### Metal 1

Bar = 20 microns. Cells faint in the background.
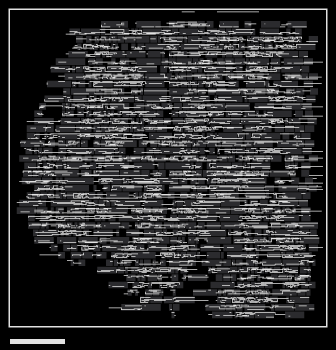
### The metal 2 layer

Cells faint in the background.
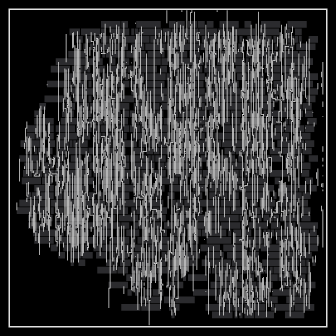
**config.mk**
```make
export PLATFORM = sky130hd
export DESIGN_NAME = pipeline_view_ctrl
export DESIGN_NICKNAME = d
export VERILOG_FILES = /design/src/rtl/pipeline_pkg.sv /design/src/rtl/pipeline_view_ctrl_key_debounce.sv /design/src/rtl/pipeline_view_ctrl.sv
export SDC_FILE = /design/constraint.sdc
export NUM_CORES = 1
export LEC_CHECK = 0
export ABC_AREA = 1
export CORE_MARGIN = 2
export CORE_UTILIZATION = 45
export DETAILED_ROUTE_END_ITERATION = 10
export PLACE_DENSITY = 0.7
export SLEW_MARGIN = 25
export SYNTH_ARGS = -nofsm -noshare
export SYNTH_HDL_FRONTEND = slang
export SYNTH_SLANG_ARGS = --single-unit
```
**constraint.sdc**
```tcl
create_clock -name clk -period 1.59 [get_ports clk]
set_input_delay 0.318 -clock clk [delete_from_list [all_inputs] [get_ports clk]]
set_output_delay 0.318 -clock clk [all_outputs]
set_load 0.03 [all_outputs]
```
**src/rtl/pipeline_pkg.sv**
```systemverilog
// Shared types and widths for the display-tap controller.
// The greyscale taps are widened to RGB444 by copying the grey value into all three channels.
package pipeline_pkg;

  typedef enum logic [1:0] {
    VIEW_RGB   = 2'd0,
    VIEW_GREY  = 2'd1,
    VIEW_GAUSS = 2'd2,
    VIEW_EDGE  = 2'd3
  } view_e;

  typedef enum logic {
    STREAM  = 1'b0,
    PENDING = 1'b1
  } view_state_e;

  localparam int PIX_W  = 12;
  localparam int GREY_W = 4;

  function automatic logic [PIX_W-1:0] grey_expand(input logic [GREY_W-1:0] g);
    return {g, g, g};
  endfunction

endpackage

```
**src/rtl/pipeline_view_ctrl_key_debounce.sv**
```systemverilog
// Pushbutton front end: 2-flop synchronizer, debounce down-counter, press pulse.
// press is high in the cycle before the debounced level falls, so the pulse is seen at that same edge.
module key_debounce #(
  parameter int DEBOUNCE_CYC = 250000
) (
  input  logic clk,
  input  logic rst,
  input  logic key_n,
  output logic press
);

  localparam int CW = (DEBOUNCE_CYC > 1) ? $clog2(DEBOUNCE_CYC) : 1;
  localparam logic [CW-1:0] RELOAD = CW'(DEBOUNCE_CYC - 1);

  logic          sync1;
  logic          sync2;
  logic          level;
  logic [CW-1:0] cnt;
  logic          flip;

  // Terminal count reached while the synchronized input still disagrees with the debounced level.
  assign flip  = (sync2 != level) && (cnt == '0);
  assign press = flip && level;

  always_ff @(posedge clk) begin
    if (rst) begin
      sync1 <= 1'b1;
      sync2 <= 1'b1;
      level <= 1'b1;
      cnt   <= RELOAD;
    end else begin
      sync1 <= key_n;
      sync2 <= sync1;
      if (sync2 == level || cnt == '0) cnt <= RELOAD;
      else                            cnt <= cnt - CW'(1);
      if (flip) level <= sync2;
    end
  end

endmodule

```
**src/rtl/pipeline_view_ctrl.sv**
```systemverilog
// Display-tap selector: switches the VGA source between pipeline stages on frame boundaries only.
//   state   | meaning
//   STREAM  | forwarding view_sel, accepting press / auto requests
//   PENDING | next_sel latched, waiting for that tap's last pixel
module pipeline_view_ctrl
  import pipeline_pkg::*;
#(
  parameter int IMG_W        = 640,
  parameter int IMG_H        = 480,
  parameter int DEBOUNCE_CYC = 250000,
  parameter int AUTO_FRAMES  = 120
) (
  input  logic              clk,
  input  logic              rst,
  input  logic              key_next_n,
  input  logic              auto_en,
  input  logic [PIX_W-1:0]  rgb_in,
  input  logic              rgb_ready,
  input  logic [GREY_W-1:0] grey_in,
  input  logic              grey_ready,
  input  logic [GREY_W-1:0] gauss_in,
  input  logic              gauss_ready,
  input  logic [GREY_W-1:0] edge_in,
  input  logic              edge_ready,
  output logic [PIX_W-1:0]  pixel_out,
  output logic              out_ready,
  output logic [1:0]        view_sel,
  output logic              switch_pending,
  output logic              frame_done
);

  localparam int FRAME_PIX = IMG_W * IMG_H;
  localparam int CNT_W     = $clog2(FRAME_PIX);
  localparam int FC_W      = (AUTO_FRAMES > 1) ? $clog2(AUTO_FRAMES) : 1;
  localparam logic [FC_W-1:0] FC_RELOAD = FC_W'(AUTO_FRAMES - 1);

  logic [3:0]       tap_ready;
  logic [3:0]       tap_last;
  logic [PIX_W-1:0] tap_pix [4];

  assign tap_ready = {edge_ready, gauss_ready, grey_ready, rgb_ready};
  assign tap_pix[0] = rgb_in;
  assign tap_pix[1] = grey_expand(grey_in);
  assign tap_pix[2] = grey_expand(gauss_in);
  assign tap_pix[3] = grey_expand(edge_in);

  // Each tap has its own latency, so each keeps its own frame position.
  for (genvar t = 0; t < 4; t++) begin : g_tap
    logic [CNT_W-1:0] pix_cnt;
    assign tap_last[t] = tap_ready[t] && (pix_cnt == CNT_W'(FRAME_PIX - 1));
    always_ff @(posedge clk) begin
      if (rst)               pix_cnt <= '0;
      else if (tap_ready[t]) pix_cnt <= tap_last[t] ? '0 : pix_cnt + CNT_W'(1);
    end
  end

  logic        press;
  view_state_e state_q, state_d;
  view_e       view_sel_q, next_sel_q;
  logic [FC_W-1:0] fcnt;
  logic        sel_last, next_last, auto_req, req, switch_now;

  key_debounce #(.DEBOUNCE_CYC(DEBOUNCE_CYC)) u_key (
    .clk   (clk),
    .rst   (rst),
    .key_n (key_next_n),
    .press (press)
  );

  assign sel_last   = tap_last[view_sel_q];
  assign next_last  = tap_last[next_sel_q];
  // Frame timer counts down; terminal count on a selected-tap last raises the auto request.
  assign auto_req   = auto_en && sel_last && (fcnt == '0);
  assign req        = press || auto_req;
  assign switch_now = (state_q == PENDING) && next_last;

  always_comb begin
    state_d = state_q;
    case (state_q)
      STREAM:  if (req)       state_d = PENDING;
      PENDING: if (next_last) state_d = STREAM;
      default:                state_d = STREAM;
    endcase
  end

  always_ff @(posedge clk) begin
    if (rst) begin
      state_q    <= STREAM;
      view_sel_q <= VIEW_RGB;
      next_sel_q <= VIEW_RGB;
      fcnt       <= FC_RELOAD;
      pixel_out  <= '0;
      out_ready  <= 1'b0;
      frame_done <= 1'b0;
    end else begin
      state_q <= state_d;
      if (state_q == STREAM && req) next_sel_q <= view_e'(view_sel_q + 2'd1);
      if (switch_now)               view_sel_q <= next_sel_q;
      if (!auto_en || switch_now)   fcnt <= FC_RELOAD;
      else if (sel_last)            fcnt <= (fcnt == '0) ? FC_RELOAD : fcnt - FC_W'(1);
      pixel_out  <= tap_pix[view_sel_q];
      out_ready  <= tap_ready[view_sel_q];
      frame_done <= sel_last;
    end
  end

  assign view_sel       = view_sel_q;
  assign switch_pending = (state_q == PENDING);

endmodule

```
==> run summary <==
impl run done, here's what came out: final hold violation count 0, period utilization 1.139, port bufs 48, Worst Hold Depth 4, Flop area 2499 sq um, static leakage 3.882 nW, DRT iter0 DRCs 399, core box area 12060 sq um, r2r setup slk -0.22 ns, # IOs 49, dominant logic cell types in the final layout 175 x buf_4, 117 x nand2_1, 102 x dfxtp_1, final setup margin -0.2216 ns, CP Launch Type flip-flop, pre-CTS setup slack -0.5503 ns, Die X 115.4 microns, Reg2Reg Depth 14, vias in the first global route 5828, Final HPWL DP 10.65 mm, Yosys Warn Count 0, placed cell count 1112, Finished Layout Cells 1187, RSZ-0062 raised after global routing yes, net count reported at finish 1046, clock buffer depth 2, gpl congestion 0.8456, ys flops 123, FMAX 0.5520 GHz, Clock transition at path regs 0.05 ns, CTS sink count 123, Hold WS 0.3652 ns, VDD IR-drop max 0.6981 mV, layout clock buffer count 26, Num CTS Buffers 17, Yosys cell types 33, die area 13330 sq um, Routed Antenna Nets 0, first-pass GRT wire length 25.45 mm, hold buffer count at cts 0, largest net degree at the start of global routing 17, status finished, violations left, global-route usage over all layers 0.2418, Worst Hold Class primary input to flip-flop, clock skew 0.008485 ns, count of library flops with an enable pin 0, CP max FO 5, root buffer cell clkbuf_16, CP most frequent cell nand2_1, fraction of area in registers 0.2758, CTS tree built, Crit Path Class flip-flop to flip-flop, failing checks negative setup slack, Synth Area per Inst 7.480 sq um, Post-synth top flop dfxtp_1, row cnt 40, crit path buf inv count 1, fillers 783, Pwr Total 7.779 mW, final setup vio count 23, CP max stage cell dfxtp_2, power per cell area 858.6 nW/um^2, asr flop ratio synth 0, Syn Inst Count 747, Final Critical Period 1.812 ns, Skew-Pair Late Insertion Delay 0.42 ns, global route overflow 0, CP endpoint kind flip-flop, Post-Syn Area 5588 sq um, Yosys Instances 747, ANT cells 0, reg2reg start g_tap[1].pix_cnt[0]$_SDFFE_PP0P_, syn_nets 786, Layout clock area frac 0.07085, Remaining DRCs 0, Slew Viols, Final 0, Slew @ Worst Pin 0.3706 ns, Final Core Density 0.7511, HP Start grey_ready, P&R area growth vs syn 62.14%, share of cells above drive strength 1 0.4033, non-clk buf share 0.2265, Pre-Place Util 0.4633, synthesis area per yosys 5588 sq um, Avg Vias per Cell 5.125, Max-slew headroom 0.7539, registers 123, DRT Pass-1 Iters 5
Back to the opening pictures, 'Metal 1':
- wire length on this layer: 6990 microns
- nets with wire on the layer: 980
- longest straight run: 29.4 microns
- main direction: horizontal
Post-Route WL: 16.93 mm
Vias: 6083
met1 Resource Use GR: 0.2710

Back to the opening pictures, 'The metal 2 layer':
- nets with wire on the layer: 937
- longest straight run: 41.8 microns
met2 usage: 0.4386

## sequential cells by signal, indices dropped and copies added (netlist names)
register and count:
fcnt 7, frame_done 1, g_tap.pix_cnt 76, next_sel_q 2
out_ready 1, pixel_out 12, switch_pending 1, u_key.cnt 18
u_key.level 1, u_key.sync1 1, u_key.sync2 1, view_sel 2
## Yosys cell counts, types with 5 or more instances
master | instances | area [sq um]
o31ai_1 | 5 | 37.54
o21a_1 | 6 | 45.04
a31oi_1 | 17 | 106.4
nand2_1 | 141 | 529.3
nor3_2 | 7 | 70.07
inv_1 | 79 | 296.5
xor2_1 | 27 | 236.5
ha_1 | 7 | 87.58
dfxtp_1 | 123 | 2462
nor2_2 | 15 | 93.84
a21oi_1 | 45 | 225.2
o21bai_1 | 5 | 37.54
nand4_1 | 15 | 93.84
nand3_1 | 52 | 260.3
nor3b_1 | 8 | 60.06
nor2_1 | 99 | 371.6
o21ai_0 | 23 | 115.1
nor3_1 | 18 | 90.09
nand2_2 | 14 | 87.58
## report_power, final
group	internal, mW	switching [mW]	total (mW)	leakage (nW)
Clock	2.79	1.39	4.18	0.315
Sequential	3.12	0.0266	3.15	1.01
Combinational	0.231	0.220	0.451	2.56
Total	6.14	1.64	7.78	3.88
## per-layer routing
| metal | up-vias | share of wire | track usage |
|---|---|---|---|
| li1 | 2992 | - | - |
| met1 | 2866 | 0.41 | 0.2710 |
| met2 | 185 | 0.52 | 0.4386 |
| met3 | 40 | 0.050 | 0.06172 |
| met5 | - | 0 | 0 |
| met4 | 0 | 0.022 | 0.09398 |
## cell families after synthesis
group	synth area share
simple gates	0.3195
flops	0.4407
compound gates	0.1151
buf+inv	0.06045
xor+xnor	0.04859
fa+ha+maj	0.01567
## worst reg2reg max path, delay by kind of cell, from the launching register on
family | cells | cell delay, ns
adders and majority gates | 1 | 0.14
buffers and inverters | 1 | 0.05
DFF | 1 | 0.35
and+or+nand+nor | 12 | 1.16
## repair_timing
action                                  CTS  global route
endpoints found under the setup margin   58            60
gates cloned                              0             0
gates resized                            88           130
pin swaps                                44            76
setup buffers                            21            34
## worst max-delay path by stage
| stage | from | end | slack [ns] | cells after the start |
|---|---|---|---|---|
| floorplan | g_tap[2].pix_cnt[0]$_SDFFE_PP0P_ | next_sel_q[0]$_SDFFE_PP0P_ | -0.02 | 14 |
| global placement | grey_ready | fcnt[1]$_SDFFE_PP1N_ | -0.47 | 13 |
| CTS | g_tap[0].pix_cnt[1]$_SDFFE_PP0P_ | fcnt[3]$_SDFFE_PP0N_ | -0.16 | 12 |
| detailed placement | grey_ready | fcnt[1]$_SDFFE_PP1N_ | -0.55 | 13 |
| finish | g_tap[1].pix_cnt[0]$_SDFFE_PP0P_ | next_sel_q[0]$_SDFFE_PP0P_ | -0.22 | 14 |
| global route | g_tap[1].pix_cnt[0]$_SDFFE_PP0P_ | next_sel_q[1]$_SDFFE_PP0P_ | -0.36 | 14 |
## per-stage QoR
step / setup TNS (ns) / cell area [sq um]
detailed placement: -24.14 / 7455
global placement: -19.90 / 7455
floorplan: -0.01930 / 5623
finish: -2.798 / 9060
CTS: -1.758 / 8461
global route: -7.135 / 9060
Power is estimated from default activity; no workload was simulated.
